**src/rtl/sao_pkg.sv**
```systemverilog
// Shared definitions for the SAO edge-offset statistics path:
// category codes, accumulator width helpers and the accumulator FSM states.
package sao_pkg;

  localparam int SAO_EO_NONE    = 0;
  localparam int SAO_EO_VALLEY  = 1;
  localparam int SAO_EO_CONCAVE = 2;
  localparam int SAO_EO_CONVEX  = 3;
  localparam int SAO_EO_PEAK    = 4;
  localparam int SAO_EO_NUM_CAT = 4;

  // Count width holds 2^(2*ctb_log2) samples without overflow.
  function automatic int sao_cnt_width(input int ctb_log2);
    return 2 * ctb_log2 + 1;
  endfunction

  function automatic int sao_sum_width(input int bit_depth, input int ctb_log2);
    return bit_depth + 1 + 2 * ctb_log2;
  endfunction

  typedef enum logic {
    ACC  = 1'b0,
    HOLD = 1'b1
  } sao_state_e;

endpackage

```
**src/rtl/sao_eo_lane_reduce.sv**
```systemverilog
// Combinational per-category reduction of one beat: how many enabled lanes
// carry category CAT, and the signed sum of their diffs.
module sao_eo_lane_reduce #(
  parameter  int bit_depth = 8,
  parameter  int NUM_PIX   = 4,
  parameter  int CAT       = 1,
  localparam int DW        = bit_depth + 1,
  localparam int HW        = $clog2(NUM_PIX) + 1,
  localparam int RW        = DW + $clog2(NUM_PIX)
) (
  input  logic [NUM_PIX*3-1:0]  cat,
  input  logic [NUM_PIX*DW-1:0] diff,
  input  logic [NUM_PIX-1:0]    mask,
  output logic [HW-1:0]         hit_cnt,
  output logic signed [RW-1:0]  hit_sum
);

  always_comb begin
    hit_cnt = '0;
    hit_sum = '0;
    for (int i = 0; i < NUM_PIX; i++) begin
      if (mask[i] && (cat[3*i +: 3] == 3'(CAT))) begin
        hit_cnt = hit_cnt + HW'(1);
        hit_sum = hit_sum + RW'($signed(diff[DW*i +: DW]));
      end
    end
  end

endmodule

```
**src/rtl/sao_eo_stat_accum.sv**
```systemverilog
// Per-CTB accumulation of EO category counts and diff sums, handed to the
// offset-decision stage through a valid/ready register stage.
module sao_eo_stat_accum
  import sao_pkg::*;
#(
  parameter  int bit_depth = 8,
  parameter  int NUM_PIX   = 4,
  parameter  int CTB_LOG2  = 6,
  localparam int DW        = bit_depth + 1,
  localparam int CW        = sao_cnt_width(CTB_LOG2),
  localparam int SW        = sao_sum_width(bit_depth, CTB_LOG2)
) (
  input  logic                  clk,
  input  logic                  rst,
  input  logic                  in_valid,
  output logic                  in_ready,
  input  logic [NUM_PIX*3-1:0]  in_cat,
  input  logic [NUM_PIX*DW-1:0] in_diff,
  input  logic [NUM_PIX-1:0]    in_mask,
  input  logic                  in_last,
  output logic                  out_valid,
  input  logic                  out_ready,
  output logic [4*CW-1:0]       out_cnt,
  output logic [4*SW-1:0]       out_sum,
  output logic                  err
);

  localparam int HW = $clog2(NUM_PIX) + 1;
  localparam int RW = DW + $clog2(NUM_PIX);

  sao_state_e state, state_nxt;
  logic accept;
  logic bad_cat;

  logic [HW-1:0]        hit_cnt [SAO_EO_NUM_CAT];
  logic signed [RW-1:0] hit_sum [SAO_EO_NUM_CAT];
  logic [CW-1:0]        acc_cnt [SAO_EO_NUM_CAT];
  logic signed [SW-1:0] acc_sum [SAO_EO_NUM_CAT];
  logic [CW-1:0]        tot_cnt [SAO_EO_NUM_CAT];
  logic signed [SW-1:0] tot_sum [SAO_EO_NUM_CAT];

  assign accept = in_valid && in_ready;

  for (genvar k = 0; k < SAO_EO_NUM_CAT; k++) begin : g_reduce
    sao_eo_lane_reduce #(
      .bit_depth(bit_depth),
      .NUM_PIX  (NUM_PIX),
      .CAT      (SAO_EO_VALLEY + k)
    ) u_reduce (
      .cat    (in_cat),
      .diff   (in_diff),
      .mask   (in_mask),
      .hit_cnt(hit_cnt[k]),
      .hit_sum(hit_sum[k])
    );
  end

  // Running totals including the current beat; wrap naturally past a full CTB.
  always_comb begin
    for (int k = 0; k < SAO_EO_NUM_CAT; k++) begin
      tot_cnt[k] = acc_cnt[k] + CW'(hit_cnt[k]);
      tot_sum[k] = acc_sum[k] + SW'(hit_sum[k]);
    end
  end

  always_comb begin
    bad_cat = 1'b0;
    for (int i = 0; i < NUM_PIX; i++) begin
      if (in_mask[i] && (in_cat[3*i +: 3] > 3'(SAO_EO_PEAK))) begin
        bad_cat = 1'b1;
      end
    end
  end

  always_ff @(posedge clk) begin
    if (rst) begin
      state <= ACC;
    end else begin
      state <= state_nxt;
    end
  end

  always_comb begin
    state_nxt = state;
    case (state)
      ACC:     if (accept && in_last) state_nxt = HOLD;
      HOLD:    if (out_ready)         state_nxt = ACC;
      default: state_nxt = ACC;
    endcase
  end

  always_comb begin
    in_ready  = (state == ACC);
    out_valid = (state == HOLD);
  end

  // The closing beat publishes its totals and restarts accumulation in one edge.
  always_ff @(posedge clk) begin
    if (rst) begin
      for (int k = 0; k < SAO_EO_NUM_CAT; k++) begin
        acc_cnt[k] <= '0;
        acc_sum[k] <= '0;
      end
      out_cnt <= '0;
      out_sum <= '0;
      err     <= 1'b0;
    end else if (accept) begin
      if (bad_cat) begin
        err <= 1'b1;
      end
      for (int k = 0; k < SAO_EO_NUM_CAT; k++) begin
        if (in_last) begin
          acc_cnt[k]            <= '0;
          acc_sum[k]            <= '0;
          out_cnt[k*CW +: CW]   <= tot_cnt[k];
          out_sum[k*SW +: SW]   <= tot_sum[k];
        end else begin
          acc_cnt[k] <= tot_cnt[k];
          acc_sum[k] <= tot_sum[k];
        end
      end
    end
  end

endmodule

```
**config.mk**
```make
export PLATFORM = sky130hd
export DESIGN_NAME = sao_eo_stat_accum
export DESIGN_NICKNAME = d
export VERILOG_FILES = /design/src/rtl/sao_pkg.sv /design/src/rtl/sao_eo_lane_reduce.sv /design/src/rtl/sao_eo_stat_accum.sv
export SDC_FILE = /design/constraint.sdc
export NUM_CORES = 1
export LEC_CHECK = 0
export CAP_MARGIN = 5
export CORE_MARGIN = 5
export CORE_UTILIZATION = 50
export DETAILED_ROUTE_END_ITERATION = 8
export PLACE_DENSITY = 0.71
export SETUP_SLACK_MARGIN = 0.4
export SLEW_MARGIN = 10
export SYNTH_ARGS = -nofsm -noshare
export SYNTH_HDL_FRONTEND = slang
export SYNTH_SLANG_ARGS = --single-unit
export TNS_END_PERCENT = 1
```
**constraint.sdc**
```tcl
create_clock -name clk -period 12.2 [get_ports clk]
set_input_delay 3.05 -clock clk [delete_from_list [all_inputs] [get_ports clk]]
set_output_delay 3.05 -clock clk [all_outputs]
set_load 0.02 [all_outputs]
```
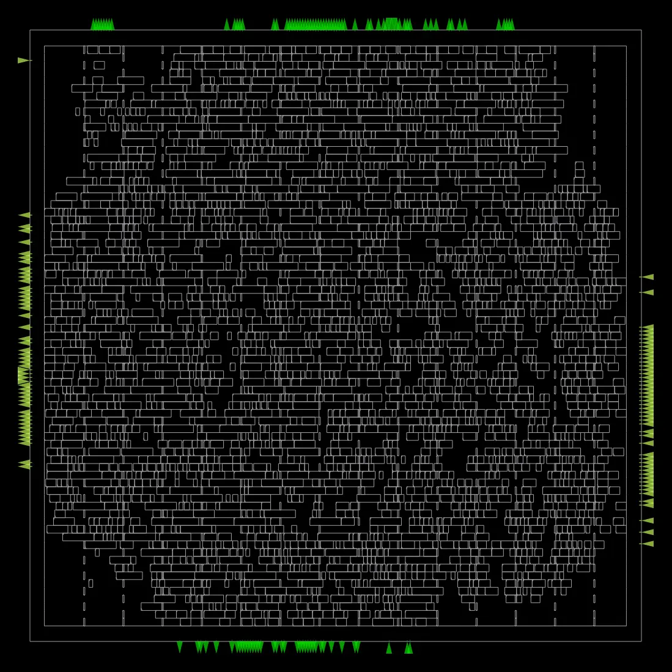
Figure 1: run 1, placed standard cells.
fraction of standard cell area that is sequential: 28.0%
number of non-filler instances in the completed layout: 3178
fill cell instance count of the final layout: 3648
number of tap cells added at floorplan: 539
number of sequential cells in the layout: 274

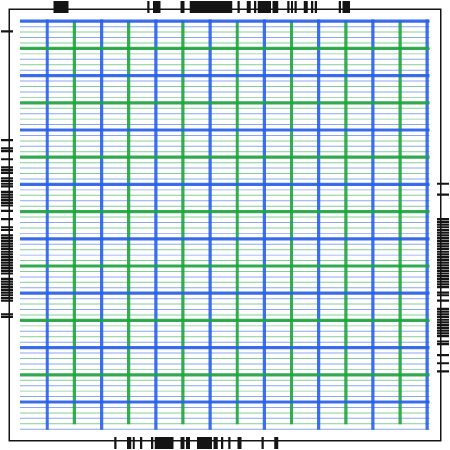
Figure 2: run 1, floorplan with the power grid.
Scale: 2 px per µm. Pins as bars on the die edge.
| net | color |
|---|---|
| VDD | green |
| VSS | blue |
met4 straps: 15
signal pins: 196

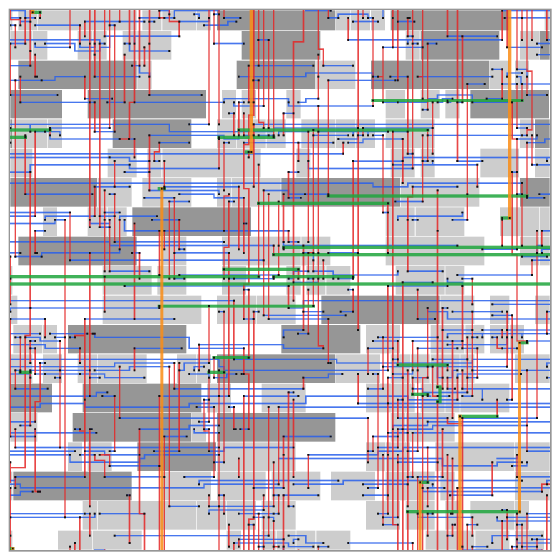
Figure 3: run 1, close-up of the layout.
Region (83, 126) to (133, 176) µm. Cells in gray, sequential cells in the stronger gray; small squares are vias.
| layer | color |
|---|---|
| metal 4 | orange |
| metal 1 | blue |
| metal 3 | green |
| metal 2 | red |
most frequent: nor2_1 (20), a21oi_1 (19)
cells with their middle in the window: 160
netlist names of flops here include: acc_cnt (11), out_cnt (6), acc_sum (5)
sequential cells in the window: 23

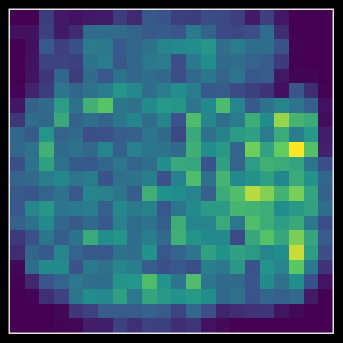
Figure 4: run 1, routed metal per tile.
Scale: 1.5 px per µm. The die is cut into 22 by 22 equal tiles; dark purple is low, yellow is high, scaled to the fullest tile. Values are wire area over tile area, all layers added.
mean over tiles: 0.21
densest ninth of the die: right middle
nearly empty tiles: 8.9%

==> run summary, run 1 <==
Observations from the implementation run.

Run status:
- The flow ran to the end, and the final reports show no timing, DRC or antenna violations.

Power:
- The run gives the fraction of power consumed by combinational cells as 24.3%.
- The run gives the overall power after layout as 2.65 mW.
- The run gives the power density over the cells as 108 mW/mm².
- The run puts the share of total power consumed by net switching at 30.2%.
- Of all power groups, the one with the highest power is sequential cells.

Global routing:
- The run gives the met1 layer usage reported by global route as 35.6%.
- The run puts the total overflow reported by the global router at 0.
- The run puts the met3 capacity usage during global routing at 3.08%.
- Per the GRT log, the top usage layer is met2.
- Entering global routing, the biggest net connects 110 pins.

Synthesis:
- The synthesized netlist devotes 15.1% of its cell area to adder and majority cells.
- The run puts the portion of netlist area occupied by mux cells at 2.49%.
- The run puts the number of library cell types mapped by synthesis at 85.
- The synthesis report names the predominant flop master as sky130_fd_sc_hd__dfxtp_1.
- The run gives the post-synth tally of flip-flops with integrated enable as 136.
- By count the netlist is led by sky130_fd_sc_hd__nor2_1 (411), sky130_fd_sc_hd__a21oi_1 (234), sky130_fd_sc_hd__ha_1 (216), sky130_fd_sc_hd__nand2_1 (206), sky130_fd_sc_hd__dfxtp_1 (138).
- The run gives the dominant non-sequential cell family after synthesis as simple AND/OR/NAND/NOR gates.

Setup path:
- The run gives the source of the worst register-to-register timing path as acc_sum[0][0].
- The run puts the critical path required time at 12.47 ns.
- The run gives the critical path capture point type as a flop.
- The largest single stage delay on the critical path is 0.54 ns.
- By startpoint and endpoint, the worst setup path is classified as in2reg.

Timing:
- The slew check shows that the tightest pin keeps a relative margin of 24.0%.
- The run gives the setup slack of the critical path after layout as 0.991 ns.
- Of the available clock period, the critical path in the final layout requires 91.9%.
- The run puts the count of final max-slew check failures at 0.
- The pin closest to its max-slew limit shows a slew of 1.14 ns.
- Setup repair after global routing could not meet its margin everywhere.
- The run gives the number of hold violations in the final report as 0.

Final layout:
- The run puts the layout-stage area growth over the synthesis result at 16.5%.
- The biggest slice of the area belongs to logic gates.
- The run puts the count of multi-input gates at 2008.
- The layout report lists the combined flip-flop and latch area as 0.00685 mm².
- The largest registers in the layout are acc_sum: 84 flops, out_sum: 84 flops.
- The run gives the area of all placed cells without fillers as 0.0245 mm².

Floorplanning:
- Measured along the x axis, the die boundary spans 215 µm.
- The run gives the initial core utilization as 50.3%.

Run:
- The run gives the reported max-cap violation count as 0.

Place:
- The run puts the routability-driven placement congestion ratio at 0.948.

Route:
- The run puts the wire length on met2 at 26800 µm.
- Signal routing reaches up to met5.
- For this block, wires on met1 add up to 28100 µm.

Min path:
- The run puts the worst hold path cell count at 2.
- STA lists the startpoint of the worst hold path as out_cnt[0].
- STA reports the tightest min-delay check as being of type reg2reg.

Clock tree:
- Gates resized during post-CTS repair numbered 0.
- The run puts the total of hold buffers inserted after clock tree synthesis at 0.
==> run 2: changes to the inputs <==
--- a/config.mk
+++ b/config.mk
@@ -8,6 +8,7 @@
 export CAP_MARGIN = 5
 export CORE_MARGIN = 5
 export CORE_UTILIZATION = 50
+export CTS_CLUSTER_SIZE = 14
 export DETAILED_ROUTE_END_ITERATION = 8
 export PLACE_DENSITY = 0.71
 export SETUP_SLACK_MARGIN = 0.4
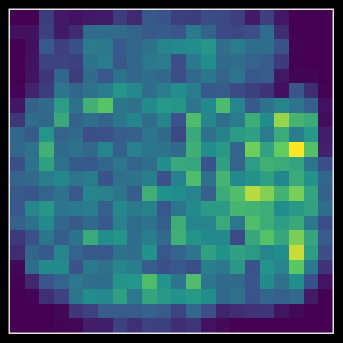
Figure 5: run 2, routed metal per tile.
Scale: 1.5 px per µm. The die is cut into 22 by 22 equal tiles; dark purple is low, yellow is high, scaled to the fullest tile. Values are wire area over tile area, all layers added.
mean over tiles: 0.21
fullest tile: 0.62
nearly empty tiles: 8.9%
densest ninth of the die: right middle
emptiest ninth of the die: top right
tiles over half the peak: 19%

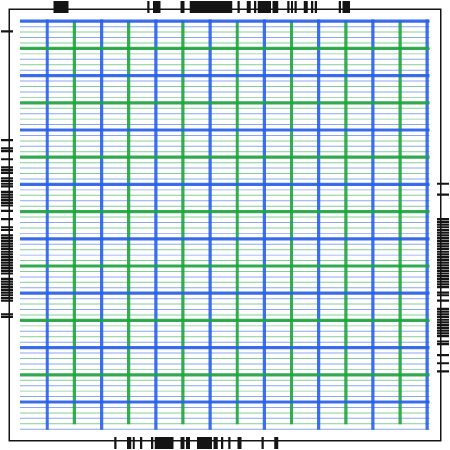
Figure 6: run 2, floorplan with the power grid.
Scale: 2 px per µm. Pins as bars on the die edge.
| net | color |
|---|---|
| VDD | green |
| VSS | blue |
signal pins: 196
met5 straps: 15
rows: 75
met1 rails: 76

==> run summary, run 2 <==
Observations from the implementation run.

Run status:
- The run finished with clean final reports.

Place:
- Counting tap cells, the placed design contains a total of 3124 instances.
- The run gives the routability-driven placement congestion ratio as 0.948.

Floorplanning:
- The run puts the die extent in y at 215 µm.
- The run puts the placement row count at 75.
- The run puts the initial core utilization at 50.3%.
- The run puts the horizontal die size at 215 µm.
- The run gives the tap cell count as 539.

Final layout:
- The run gives the register fraction of the total cell area as 28.0%.
- The run gives the area of all placed cells without fillers as 0.0245 mm².
- The run gives the number of non-filler instances in the completed layout as 3178.
- The final design was reported to hold multi-input combinational gates totalling 2008.
- The run gives the area occupied by registers as 0.00685 mm².
- The run gives the cell kind with the greatest summed area as logic gates.
- The layout has 3648 filler cells.
- The run gives the sequential cell count as 274.
- The run gives the layout-stage area growth over the synthesis result as 16.5%.
- The run puts the number of diodes added for antenna fixing at 1.
- The largest registers in the layout are acc_sum: 84 flops, out_sum: 84 flops.

Power:
- The run puts the maximum vdd ir drop at 0.000107 V.
- Total power normalized to cell area comes to 108 mW/mm².
- The run gives the fraction of power consumed by combinational cells as 24.3%.
- The run puts the overall power after layout at 2.65 mW.
- The run gives the share of total power consumed by net switching as 30.2%.
- The run gives the group drawing the most power as sequential cells.

Setup path:
- For the worst reg-to-reg path, the startpoint reported by OpenROAD is acc_sum[0][0].
- On the worst path, the slowest cell contributes a delay of 0.54 ns.
- The run puts the critical path required time at 12.47 ns.
- The timing report attributes the biggest portion of critical-path delay to AND-OR/OR-AND gates.
- STA classifies the critical path endpoint as a flop.
- The run gives the type of the worst setup path as in2reg.

Synthesis:
- The run gives the area share of fa/ha/maj cells after synthesis as 15.1%.
- The run gives the mean instance size in the synthesized netlist as 8.52 µm².
- The net count after synthesis is 2761.
- The run puts the post-synth tally of flip-flops with integrated enable at 136.
- The run gives the top cell type by total area after synthesis as sky130_fd_sc_hd__edfxtp_1.
- For this design, Yosys synthesis ends with a cell count of 2468.
- The synthesis stat section lists a flop and latch total of 274.
- The run gives the number of library cell types mapped by synthesis as 85.
- The synthesis report names the predominant flop master as sky130_fd_sc_hd__dfxtp_1.
- By count the netlist is led by sky130_fd_sc_hd__nor2_1 (411), sky130_fd_sc_hd__a21oi_1 (234), sky130_fd_sc_hd__ha_1 (216), sky130_fd_sc_hd__nand2_1 (206), sky130_fd_sc_hd__dfxtp_1 (138).
- The run gives the portion of netlist area occupied by mux cells as 2.49%.
- Grouping non-sequential cells by family puts the most area in simple AND/OR/NAND/NOR gates.
- After synthesis, the share of flip-flops with an asynchronous set or reset is 0%.

Route:
- The run gives the overall routed net length as 60400 µm.
- For this block, wires on met1 add up to 28100 µm.
- Signal nets in the final route climb as high as met5.
- The run puts the wire length on met2 at 26800 µm.

Clock tree:
- The run gives the total of hold buffers inserted after clock tree synthesis as 0.
- The report lists the number of cells resized after CTS as 0.

Timing:
- The run puts the slew at the pin closest to its max-slew limit at 1.14 ns.
- Per the final timing report, the hold violations number 0.
- The run puts the worst hold margin at 0.466 ns.
- Setup repair after global routing could not meet its margin everywhere.
- The run gives the worst slew margin relative to its limit as 24.0%.
- Adding up every negative setup slack in the final design gives 0 ns.
- The run gives the setup slack of the critical path after layout as 0.991 ns.
- The run gives the post-route fraction of the period consumed by the critical path as 91.9%.
- The run puts the count of final max-slew check failures at 0.

Min path:
- The tightest min-delay check is of the reg2reg type.
- The run puts the worst hold path cell count at 2.
- The startpoint identified for the worst hold timing path is out_cnt[0].

Global routing:
- Entering global routing, the biggest net connects 110 pins.
- The run gives the met3 capacity usage during global routing as 3.08%.
- The run gives the met1 layer usage reported by global route as 35.6%.
- Per the GRT log, the top usage layer is met2.
- The run gives the total overflow reported by the global router as 0.

Run:
- In this run the maximum-capacitance check reported violations numbering 0.
Power is estimated from default activity; no workload was simulated.
